<file path="src/rtl/mem_ctrl_pkg.sv">
// Shared definitions for the M-stage memory access controller:
// FSM state encoding, data/address width and the default ack timeout.
package mem_ctrl_pkg;

    localparam int DATA_W          = 16;
    localparam int DEFAULT_TIMEOUT = 255;

    typedef enum logic [1:0] {
        ST_IDLE = 2'd0,
        ST_REQ  = 2'd1,
        ST_WAIT = 2'd2,
        ST_DONE = 2'd3
    } memStateE;

endpackage

</file>
<file path="src/rtl/mem_wdog_cnt.sv">
// Watchdog counter for outstanding memory accesses. Cleared when an access
// is accepted, advanced for every in-flight cycle without an ack. 'expired'
// flags the cycle whose missing ack brings the count up to TIMEOUT.
// Only instantiated when MEM_TIMEOUT_EN is defined.
module mem_wdog_cnt
    import mem_ctrl_pkg::*;
#(
    parameter int TIMEOUT = DEFAULT_TIMEOUT
) (
    input  logic clk,
    input  logic rst_n,
    input  logic clear,
    input  logic enable,
    output logic expired
);

    localparam int              CNT_W = $clog2(TIMEOUT + 1);
    localparam logic [CNT_W-1:0] LAST = CNT_W'(TIMEOUT - 1);

    logic [CNT_W-1:0] countReg;

    // Count no-ack cycles; the FSM leaves on expiry, so no wrap handling needed
    always_ff @(posedge clk or negedge rst_n) begin
        if (!rst_n) begin
            countReg <= '0;
        end else if (clear) begin
            countReg <= '0;
        end else if (enable && !expired) begin
            countReg <= countReg + 1'b1;
        end
    end

    assign expired = enable && (countReg == LAST);

endmodule

</file>
<file path="src/rtl/mem_stall_ctrl.sv">
// M-stage memory access controller: accepts one load/store, issues a
// single-cycle request to a multi-cycle memory, waits for the ack and
// returns load data, holding dstall high while the access is outstanding.
// Optional feature: define MEM_TIMEOUT_EN to abort accesses whose ack does
// not arrive within TIMEOUT cycles.
module mem_stall_ctrl
    import mem_ctrl_pkg::*;
#(
    parameter int TIMEOUT = DEFAULT_TIMEOUT
) (
    input  logic              clk,
    input  logic              rst_n,
    input  logic              readEnM,
    input  logic              memWrtM,
    input  logic [DATA_W-1:0] addrM,
    input  logic [DATA_W-1:0] wrtDataM,
    input  logic              memAck,
    input  logic [DATA_W-1:0] memRData,
    output logic              memReq,
    output logic              memWr,
    output logic [DATA_W-1:0] memAddr,
    output logic [DATA_W-1:0] memWData,
    output logic              dstall,
    output logic [DATA_W-1:0] dataOutM,
    output logic              done,
    output logic              err
);

    localparam logic [1:0] IDLE = ST_IDLE;
    localparam logic [1:0] REQ  = ST_REQ;
    localparam logic [1:0] WAIT = ST_WAIT;
    localparam logic [1:0] DONE = ST_DONE;

    logic [1:0]        stateReg, stateNext;
    logic              wrReg;
    logic [DATA_W-1:0] addrReg, wDataReg, dataOutReg;
    logic              errReg;      // registered illegal-request pulse
    logic              timedOutReg; // DONE was reached by timeout

    logic isIdle, isReq, isWait, isDone, inFlight;
    logic legalReq, illegalReq, accept, ackSeen, timedOut, wdogExpired;

    assign isIdle   = (stateReg == IDLE);
    assign isReq    = (stateReg == REQ);
    assign isWait   = (stateReg == WAIT);
    assign isDone   = (stateReg == DONE);
    assign inFlight = isReq | isWait;

    // Exactly one enable and a halfword-aligned address
    assign legalReq   = (readEnM ^ memWrtM) & ~addrM[0];
    assign illegalReq = (readEnM | memWrtM) & ~legalReq;
    assign accept     = isIdle & legalReq;
    assign ackSeen    = inFlight & memAck;
    // An ack in the expiry cycle wins over the timeout
    assign timedOut   = inFlight & ~memAck & wdogExpired;

`ifdef MEM_TIMEOUT_EN
    mem_wdog_cnt #(
        .TIMEOUT (TIMEOUT)
    ) uWdog (
        .clk     (clk),
        .rst_n   (rst_n),
        .clear   (accept),
        .enable  (inFlight & ~memAck),
        .expired (wdogExpired)
    );
`else
    // No watchdog: an outstanding access never expires
    assign wdogExpired = (TIMEOUT < 0);
`endif

    // Next-state logic for the access sequence IDLE -> REQ -> [WAIT] -> DONE
    always_comb begin
        stateNext = stateReg;
        case (stateReg)
            IDLE:     if (legalReq) stateNext = REQ;
            REQ,
            WAIT:     if (memAck || timedOut) stateNext = DONE;
                      else                    stateNext = WAIT;
            DONE:     stateNext = IDLE;
            default:  stateNext = IDLE;
        endcase
    end

    // State, latched access fields, load result and pulse flags
    always_ff @(posedge clk or negedge rst_n) begin
        if (!rst_n) begin
            stateReg    <= IDLE;
            wrReg       <= 1'b0;
            addrReg     <= '0;
            wDataReg    <= '0;
            dataOutReg  <= '0;
            errReg      <= 1'b0;
            timedOutReg <= 1'b0;
        end else begin
            stateReg    <= stateNext;
            errReg      <= isIdle & illegalReq;
            timedOutReg <= timedOut;
            if (accept) begin
                wrReg    <= memWrtM;
                addrReg  <= addrM;
                wDataReg <= wrtDataM;
            end
            if (ackSeen && !wrReg) begin
                dataOutReg <= memRData;
            end else if (timedOut) begin
                dataOutReg <= '0;
            end
        end
    end

    assign memReq   = isReq;
    assign memWr    = isReq & wrReg;
    assign memAddr  = addrReg;
    assign memWData = wDataReg;
    assign dataOutM = dataOutReg;
    // Stall starts combinationally on acceptance and releases in DONE
    assign dstall   = accept | inFlight;
    assign done     = isDone & ~timedOutReg;
    assign err      = errReg | (isDone & timedOutReg);

endmodule

</file>
<file path="config.mk">
export PLATFORM = sky130hd
export DESIGN_NAME = mem_stall_ctrl
export DESIGN_NICKNAME = d
export VERILOG_FILES = /design/src/rtl/mem_ctrl_pkg.sv /design/src/rtl/mem_wdog_cnt.sv /design/src/rtl/mem_stall_ctrl.sv
export SDC_FILE = /design/constraint.sdc
export NUM_CORES = 1
export LEC_CHECK = 0
export ABC_AREA = 0
export CORE_UTILIZATION = 42
export DETAILED_ROUTE_END_ITERATION = 10
export PLACE_DENSITY = 0.86
export SYNTH_ARGS = -nofsm -noshare
export SYNTH_HDL_FRONTEND = slang
export SYNTH_SLANG_ARGS = --single-unit
</file>
<file path="constraint.sdc">
create_clock -name clk -period 3.5 [get_ports clk]
set_input_delay 0.7 -clock clk [delete_from_list [all_inputs] [get_ports clk]]
set_output_delay 0.7 -clock clk [all_outputs]
set_load 0.02 [all_outputs]
</file>
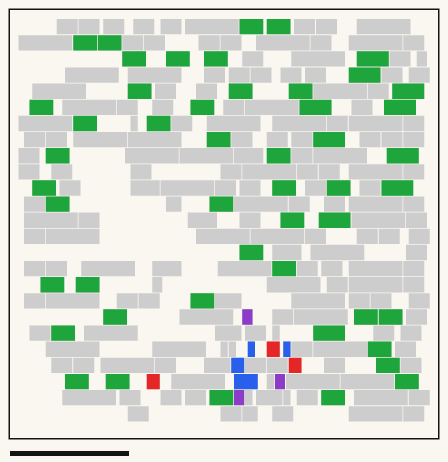
Run 1: logic cells by family
The bar under the picture is 20 um long.
purple -> inverting AOI/OAI gates  # cells 3, most used o21ai_0
green -> multiplexers  # cells 49, most used mux2_2, where widely spread
blue -> NAND gates  # cells 4, most used nand2_1, where bottom centre
red -> AND and OR gates  # cells 3, most used and2_1
most numerous logic cell after layout: clkdlybuf4s50_1
Post-Layout Cell Count: 302

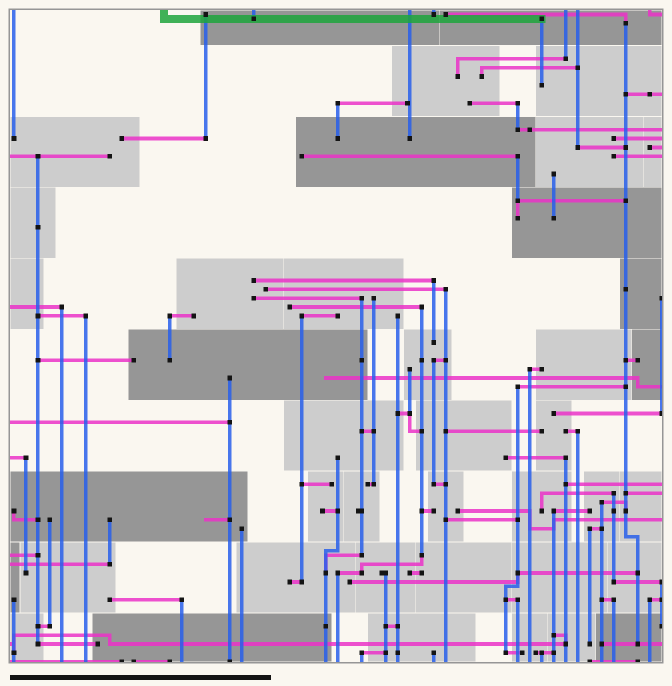
Run 1: zoomed window
The bar under the picture is 10 um long. Window x 24 to 49, y 9 to 34 um. Cells in grey, sequential cells in the stronger grey; small squares are vias.
magenta -> met1
blue -> met2
green -> met3
cells with their middle in the window = 32
sequential cells in the window = 5
most frequent = clkdlybuf4s50_1 (5), dfrtp_1 (5)
netlist names of flops here include = memWData (2), stateReg (2)

==> flow_metrics.py, run 1 <==
# Synthesis and PnR figures
metrics = {
    "status": {
        "status": "completed",
    },
    "global_route": {
        "grt_pass1_vias": 1404,
        "met3_usage_pct": 5.56,
        "grt_max_degree": 35,
    },
    "cells_and_area": {
        "nClkBuffers": 6,
        "most-common-layout-cells": "clkdlybuf4s50_1, dfrtp_1, mux2_2",
        "dominant_cells": "registers",
    },
    "synth": {
        "syn_area_per_cell_um2": 16.4,
        "synthMuxAreaShare_pct": 28.5,
    },
    "cts": {
        "tritoncts": "built",
        "ctsLongestPathBuffers": 2,
        "cts_sinks": 52,
    },
    "min_path": {
        "hold_path_class": "primary input to async pin",
    },
    "final_timing": {
        "slew_violations": 0,
    },
    "worst_setup_path": {
        "critical-path-slowest-cell": "clkdlybuf4s50_1",
        "regToRegEndpoint": "dataOutM[4]",
        "crit_end": "dstall",
    },
    "floorplanning": {
        "pin_count": 106,
    },
    "route": {
        "drcViolationCount": 0,
        "ant_nets": 0,
    },
}
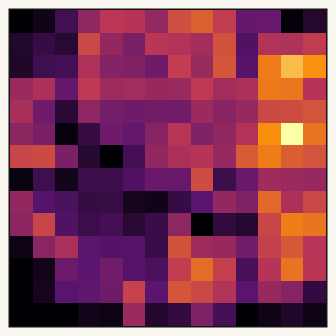
Run 1: wire density map
The die is cut into 14 by 14 equal tiles; black is low, pale yellow is high, scaled to the fullest tile. Values are wire area over tile area, all layers added.
densest ninth of the die = middle right
fullest tile = 0.40
emptiest ninth of the die = lower left
mean over tiles = 0.14
nearly empty tiles = 5.1%
DR vias: 1388
final WL: 4.44 mm

==> run 2: changes to the inputs <==
Settings changed: CORE_UTILIZATION 42 to 39, PLACE_DENSITY 0.86 to 0.81.
Clock period 3.5 ns to 3.1 ns, I/O delays scaled along.
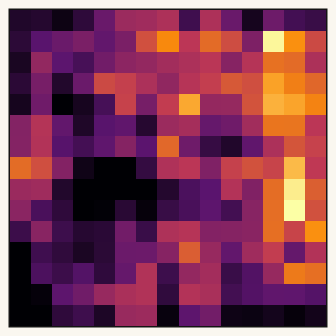
Run 2: wire density map
The die is cut into 15 by 15 equal tiles; black is low, pale yellow is high, scaled to the fullest tile. Values are wire area over tile area, all layers added.
nearly empty tiles = 7.6%
emptiest ninth of the die = lower left
fullest tile = 0.39
tiles over half the peak = 22%
mean over tiles = 0.13
GRT Total Usage: 16.0%
DR vias: 1384

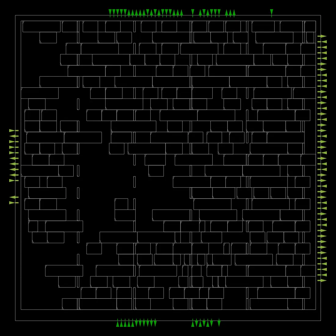
Run 2: cell placement
# Taps: 70
FP Rows: 26
flop count: 52

==> run 2 against run 1 <==
Compared with the run above:
- utilization down 4.2 points
- highest routed layer unchanged
- critical path depth is the same
- clock power is 53% higher
- combinational power grew 13%
- sequential cell count stayed put
- wire length increased by 1.1%
- synthesized cell count stayed put
- largest power group unchanged
- largest cell class unchanged
- area after synthesis is the same
- clock skew about the same
- non-clock buffer count unchanged
- sequential share of layout area is 0.58 points lower
- power rose by 17%
==> flow_metrics.py, run 2 <==
# Synthesis and PnR figures
metrics = {
    "cells_and_area": {
        "mostFrequentLayoutCell": "clkdlybuf4s50_1",
        "dominant_cells": "registers",
        "most-common-layout-cells": "clkdlybuf4s50_1, dfrtp_1, mux2_2",
        "final_cell_count_no_fill": 306,
        "fin_nets": 292,
        "comb_share_pct": 21.3,
        "nClkBuffers": 6,
    },
    "power": {
        "sequentialPowerShare_pct": 33.5,
        "pg_clk_uw": 477,
        "p_int_uw": 2320,
    },
    "synth": {
        "synthMuxAreaShare_pct": 28.5,
        "ys_sh_xor_pct": 0,
        "synth-edff-count": 0,
        "synth_cells": 126,
        "synthAoiAreaFrac_pct": 0.726,
        "ys_chip_area_um2": 2070,
        "syn_area_per_cell_um2": 16.4,
    },
    "floorplanning": {
        "pin_count": 106,
        "die_w_um": 74.8,
        "die_area_um2": 5600,
    },
    "worst_setup_path": {
        "path_class": "primary input to output pin",
        "critical-path-slowest-cell": "clkdlybuf4s50_1",
        "regToRegEndpoint": "dataOutM[0]",
        "reg2reg_slack_ns": 1.01,
        "crit_family": "buffers and inverters",
        "crit_end": "dstall",
    },
    "route": {
        "drcViolationCount": 0,
        "wl_mm": 4.49,
        "ant_nets": 0,
    },
    "cts": {
        "insertion_delay_ns": 0.30,
        "tritoncts": "built",
        "cts_resized": 0,
        "ctsLongestPathBuffers": 2,
        "cts_sinks": 52,
    },
    "global_route": {
        "grt_pass1_vias": 1256,
        "grt_use_met2_pct": 25.8,
        "grt_max_degree": 53,
        "met3_usage_pct": 6.56,
    },
    "status": {
        "status": "completed",
    },
    "min_path": {
        "hold_path_class": "primary input to async pin",
    },
    "final_timing": {
        "slew_violations": 0,
        "slew_headroom_pct": 42.3,
    },
    "placed_design": {
        "gp_congestion": 0.776,
        "placed_cells": 298,
    },
}
==> run 3: changes to the inputs <==
Settings changed: CORE_UTILIZATION 39 to 41, CTS_BUF_LIST set to sky130_fd_sc_hd__clkbuf_8, PLACE_DENSITY 0.81 to 0.84.
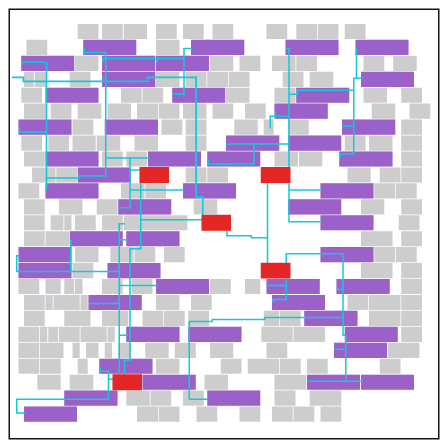
Run 3: routed clock nets over the placement
red -> cells driving clock nets  # count 5
purple -> flip-flops  # count 52
cyan -> clock wires  # length 575 um
flops lie = widely spread
routed clock nets = 6
clk_lat worst skew: 0.30 ns
post-route clock skew: 0.00955 ns
Clk pwr share: 12.9%

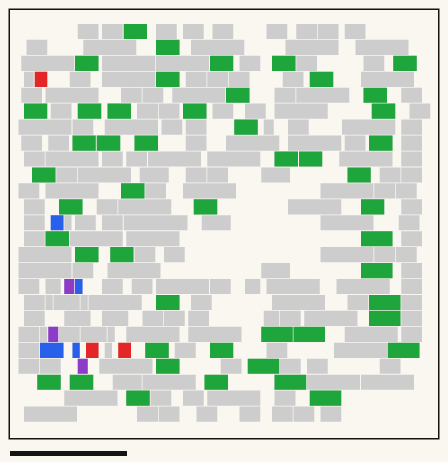
Run 3: logic cells by family
The bar under the picture is 20 um long.
green -> multiplexers  # cells 49, most used mux2_2, where widely spread
purple -> inverting AOI/OAI gates  # cells 3, most used o21ai_0
red -> AND and OR gates  # cells 3, most used and2_1
blue -> NAND gates  # cells 4, most used nand2_1

==> run 3 against run 2 <==
Compared with the run above:
- non-clock buffer count unchanged
- die size fell by 4.7%
- power is 0.21% lower
- utilization increased by 4.0 points
- fmax fell by 3.0%
- area after synthesis stayed put
- first-iteration DRC count fell by 55%
- clock-buffer cell count decreased by 1
- highest routed layer unchanged
==> flow_metrics.py, run 3 <==
# Synthesis and PnR figures
metrics = {
    "power": {
        "sequentialPowerShare_pct": 33.9,
    },
    "cells_and_area": {
        "nClkBuffers": 5,
        "comb_share_pct": 21.4,
        "seq_cells": 52,
        "mostFrequentLayoutCell": "clkdlybuf4s50_1",
    },
    "placed_design": {
        "gp_congestion": 0.679,
        "placed_cells": 295,
    },
    "worst_setup_path": {
        "critical-path-slowest-cell": "clkdlybuf4s50_1",
        "crit_family": "buffers and inverters",
        "regToRegEndpoint": "dataOutM[4]",
    },
    "global_route": {
        "grt_max_degree": 35,
        "grt_use_met2_pct": 29.8,
        "grt_pass1_vias": 1496,
        "grt_use_total_pct": 17.6,
    },
    "final_timing": {
        "slew_headroom_pct": 43.4,
        "slew_violations": 0,
    },
    "route": {
        "wl_mm": 4.48,
        "drcViolationCount": 0,
    },
    "synth": {
        "synth-edff-count": 0,
        "ys_sh_xor_pct": 0,
        "synthAoiAreaFrac_pct": 0.726,
    },
    "status": {
        "status": "completed",
    },
    "cts": {
        "cts_sinks": 52,
        "cts_resized": 0,
    },
    "floorplanning": {
        "tap_cells": 67,
        "die_w_um": 73.0,
        "pin_count": 106,
    },
}
Power figures rest on the tool's default switching activity, not on a simulated workload.
